`config.mk`:
```
export PLATFORM = sky130hd
export DESIGN_NAME = cam_lookup_ctrl
export DESIGN_NICKNAME = d
export VERILOG_FILES = /design/src/rtl/cam_lookup_ctrl_pkg.sv /design/src/rtl/cam_lookup_ctrl_first_empty.sv /design/src/rtl/cam_lookup_ctrl.sv
export SDC_FILE = /design/constraint.sdc
export NUM_CORES = 1
export LEC_CHECK = 0
export CORE_MARGIN = 2
export CORE_UTILIZATION = 46
export CTS_CLUSTER_DIAMETER = 50
export DETAILED_ROUTE_END_ITERATION = 6
export MAX_ROUTING_LAYER = met4
export PLACE_DENSITY = 0.8
export SETUP_SLACK_MARGIN = 0.5
export SYNTH_ARGS = -nofsm -noshare
export SYNTH_HDL_FRONTEND = slang
export SYNTH_SLANG_ARGS = --single-unit
```
`constraint.sdc`:
```
create_clock -name i_clk -period 2.25 [get_ports i_clk]
set_input_delay 0.45 -clock i_clk [delete_from_list [all_inputs] [get_ports i_clk]]
set_output_delay 0.45 -clock i_clk [all_outputs]
set_load 0.1 [all_outputs]
```
`src/rtl/cam_lookup_ctrl_pkg.sv`:
```
// Shared types and constants for the CAM lookup/insert request sequencer.
package cam_lookup_ctrl_pkg;

  localparam int DEF_CAM_DEPTH = 8;
  localparam int DEF_CAM_WIDTH = 48;
  localparam int DEF_CAM_PTR   = 3;
  localparam int DEF_CNT_WIDTH = 16;

  typedef enum logic [2:0] {
    ST_IDLE   = 3'd0,
    ST_SEARCH = 3'd1,
    ST_CHECK  = 3'd2,
    ST_WRITE  = 3'd3,
    ST_RESP   = 3'd4
  } state_t;

  // Response bundle is {hit, inserted, evicted, addr}; flags sit above the address.
  localparam int RSP_FLAG_W   = 3;
  localparam int RSP_BUNDLE_W = RSP_FLAG_W + DEF_CAM_PTR;

endpackage

```
`src/rtl/cam_lookup_ctrl_first_empty.sv`:
```
// Priority encoder: reports whether any CAM entry is free and the lowest free index.
module cam_first_empty
  import cam_lookup_ctrl_pkg::*;
#(
  parameter int CAM_DEPTH = DEF_CAM_DEPTH,
  parameter int CAM_PTR   = DEF_CAM_PTR
) (
  input  logic [0:CAM_DEPTH-1] i_valid_status,
  output logic                 o_found,
  output logic [CAM_PTR-1:0]   o_idx
);

  // Scan from the top down so the lowest empty index is the last one written.
  always_comb begin
    o_found = 1'b0;
    o_idx   = '0;
    for (int i = CAM_DEPTH - 1; i >= 0; i--) begin
      if (!i_valid_status[i]) begin
        o_found = 1'b1;
        o_idx   = CAM_PTR'(i);
      end
    end
  end

endmodule

```
`src/rtl/cam_lookup_ctrl.sv`:
```
// Sequences one lookup/insert at a time against the CAM: search, check, optional write, respond.
module cam_lookup_ctrl
  import cam_lookup_ctrl_pkg::*;
#(
  parameter int CAM_DEPTH = DEF_CAM_DEPTH,
  parameter int CAM_WIDTH = DEF_CAM_WIDTH,
  parameter int CAM_PTR   = DEF_CAM_PTR,
  parameter int CNT_WIDTH = DEF_CNT_WIDTH
) (
  input  logic                 i_clk,
  input  logic                 i_rst,
  input  logic                 i_req_valid,
  input  logic [CAM_WIDTH-1:0] i_req_key,
  input  logic                 i_req_insert,
  output logic                 o_req_ready,
  output logic                 o_rsp_valid,
  input  logic                 i_rsp_ready,
  output logic                 o_rsp_hit,
  output logic [CAM_PTR-1:0]   o_rsp_addr,
  output logic                 o_rsp_inserted,
  output logic                 o_rsp_evicted,
  output logic                 o_cam_search,
  output logic [CAM_WIDTH-1:0] o_cam_contents,
  output logic                 o_cam_write,
  output logic [CAM_PTR-1:0]   o_cam_wr_addr,
  input  logic                 i_cam_match,
  input  logic [CAM_PTR-1:0]   i_cam_match_addr,
  input  logic [0:CAM_DEPTH-1] i_cam_valid_status,
  output logic [CNT_WIDTH-1:0] o_hit_cnt,
  output logic [CNT_WIDTH-1:0] o_miss_cnt,
  output logic [CNT_WIDTH-1:0] o_evict_cnt
);

  localparam int RSP_W = RSP_FLAG_W + CAM_PTR;

  state_t               state_q, state_d;
  logic [CAM_WIDTH-1:0] key_q, key_d;
  logic                 insert_q, insert_d;
  logic [CAM_PTR-1:0]   target_q, target_d;
  logic [CAM_PTR-1:0]   ptr_q, ptr_d;
  logic [RSP_W-1:0]     rsp_q, rsp_d;
  logic [CNT_WIDTH-1:0] hit_cnt_q, hit_cnt_d;
  logic [CNT_WIDTH-1:0] miss_cnt_q, miss_cnt_d;
  logic [CNT_WIDTH-1:0] evict_cnt_q, evict_cnt_d;

  logic                 empty_found;
  logic [CAM_PTR-1:0]   empty_idx;
  logic                 inc_hit, inc_miss, inc_evict;

  cam_first_empty #(
    .CAM_DEPTH (CAM_DEPTH),
    .CAM_PTR   (CAM_PTR)
  ) u_first_empty (
    .i_valid_status (i_cam_valid_status),
    .o_found        (empty_found),
    .o_idx          (empty_idx)
  );

  always_comb begin
    state_d   = state_q;
    key_d     = key_q;
    insert_d  = insert_q;
    target_d  = target_q;
    ptr_d     = ptr_q;
    rsp_d     = rsp_q;
    inc_hit   = 1'b0;
    inc_miss  = 1'b0;
    inc_evict = 1'b0;

    case (state_q)
      ST_IDLE: begin
        if (i_req_valid) begin
          key_d    = i_req_key;
          insert_d = i_req_insert;
          rsp_d    = '0;
          state_d  = ST_SEARCH;
        end
      end
      ST_SEARCH: state_d = ST_CHECK;
      ST_CHECK: begin
        if (i_cam_match) begin
          inc_hit = 1'b1;
          rsp_d   = {1'b1, 1'b0, 1'b0, i_cam_match_addr};
          state_d = ST_RESP;
        end else begin
          inc_miss = 1'b1;
          rsp_d    = '0;
          if (!insert_q) begin
            state_d = ST_RESP;
          end else begin
            // Only a full CAM consumes the round-robin victim pointer.
            if (empty_found) begin
              target_d = empty_idx;
            end else begin
              target_d         = ptr_q;
              rsp_d[RSP_W-3]   = 1'b1;
              inc_evict        = 1'b1;
              ptr_d            = (ptr_q == CAM_PTR'(CAM_DEPTH - 1)) ? '0 : ptr_q + CAM_PTR'(1);
            end
            state_d = ST_WRITE;
          end
        end
      end
      ST_WRITE: begin
        rsp_d[RSP_W-2]     = 1'b1;
        rsp_d[CAM_PTR-1:0] = target_q;
        state_d            = ST_RESP;
      end
      ST_RESP: begin
        if (i_rsp_ready) state_d = ST_IDLE;
      end
      default: state_d = ST_IDLE;
    endcase

    hit_cnt_d   = (inc_hit   && !(&hit_cnt_q))   ? hit_cnt_q   + CNT_WIDTH'(1) : hit_cnt_q;
    miss_cnt_d  = (inc_miss  && !(&miss_cnt_q))  ? miss_cnt_q  + CNT_WIDTH'(1) : miss_cnt_q;
    evict_cnt_d = (inc_evict && !(&evict_cnt_q)) ? evict_cnt_q + CNT_WIDTH'(1) : evict_cnt_q;
  end

  always_ff @(posedge i_clk) begin
    if (i_rst) begin
      state_q     <= ST_IDLE;
      key_q       <= '0;
      insert_q    <= 1'b0;
      target_q    <= '0;
      ptr_q       <= '0;
      rsp_q       <= '0;
      hit_cnt_q   <= '0;
      miss_cnt_q  <= '0;
      evict_cnt_q <= '0;
    end else begin
      state_q     <= state_d;
      key_q       <= key_d;
      insert_q    <= insert_d;
      target_q    <= target_d;
      ptr_q       <= ptr_d;
      rsp_q       <= rsp_d;
      hit_cnt_q   <= hit_cnt_d;
      miss_cnt_q  <= miss_cnt_d;
      evict_cnt_q <= evict_cnt_d;
    end
  end

  assign o_req_ready    = (state_q == ST_IDLE);
  assign o_rsp_valid    = (state_q == ST_RESP);
  assign o_cam_search   = (state_q == ST_SEARCH);
  assign o_cam_write    = (state_q == ST_WRITE);
  assign o_cam_wr_addr  = o_cam_write ? target_q : '0;
  assign o_cam_contents = (o_cam_search || o_cam_write) ? key_q : '0;

  assign o_rsp_hit      = rsp_q[RSP_W-1];
  assign o_rsp_inserted = rsp_q[RSP_W-2];
  assign o_rsp_evicted  = rsp_q[RSP_W-3];
  assign o_rsp_addr     = rsp_q[CAM_PTR-1:0];

  assign o_hit_cnt      = hit_cnt_q;
  assign o_miss_cnt     = miss_cnt_q;
  assign o_evict_cnt    = evict_cnt_q;

endmodule
```
Sequential cells grouped by signal name:
Drawn at 3 px/um. Other sequential cells in the stronger gray, the rest of the logic in the fainter gray.
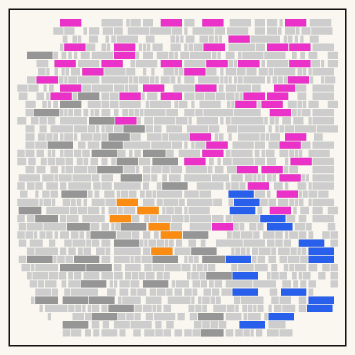
signal	color	placed flops
o_miss_cnt	blue	16
rsp_q	orange	6
key_q	magenta	48

Gate families picked out:
Drawn at 4 px/um.
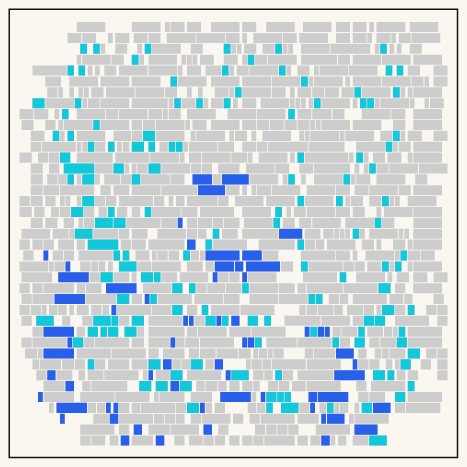
family	color	cells
aoi and oai cells	cyan	141
nor cells	blue	64

-- cell type report --
| class | count | area [um2] | area share (%) |
|---|---|---|---|
| Multi-Input combinational cell | 502 | 3550 | 37.4 |
| Clock inverter | 5 | 52.6 | 0.554 |
| Clock buffer | 11 | 253 | 2.66 |
| Sequential cell | 112 | 2420 | 25.5 |
| Tap cell | 143 | 179 | 1.89 |
| Timing Repair Buffer | 257 | 2980 | 31.4 |
| Inverter | 12 | 56.3 | 0.593 |
-- metrics by stage --
| stage | total power, mW | util, % | setup TNS (ns) |
|---|---|---|---|
| after floorplan | 2.51 | - | 0 |
| after global placement | 2.80 | 72.8 | -0.403 |
| after detailed placement | 2.82 | 72.8 | -1.91 |
| after CTS | 4.49 | 80.1 | 0 |
| after global routing | 4.69 | 83.4 | 0 |
| final | 4.56 | 83.4 | 0 |
==> impl_metrics.yaml <==
# synthesis and place-and-route metrics
worst_setup_path:
  crit_required_ns: 2.51
  start_kind: "register"
  startpoint: "state_q[0]$_SDFFE_PP0P_"
  crit_end: "o_evict_cnt[5]$_SDFFE_PP0P_"
grt:
  grt_util_met3_pct: 3.86
drt:
  finalWirelength_um: 20000
  drtIter0Drc: 658
final_timing:
  finalSetupViolations: 0
  relSlewSlack_pct: 56.2
yosys:
  ys_area_um2: 5340
  postSynthSeqShare_pct: 42.0
  synth.most_common_cell: "nand2_1"
  simple_gate_share_pct: 33.6
  yosysUniqueCellTypes: 43
  ys_cells: 675
layout:
  nFillCells: 633
  final_cells: 1042
  regMostFlops: "key_q"
run_status:
  outcome: "finished, final reports clean"
clocking:
  clkLatencyLatePin_ns: 0.36
  cts_buffers: 9
  holdBufCountCts: 0
floorplan:
  core_area_um2: 11400
No activity file was given, so power comes from the tool's default toggle rates.
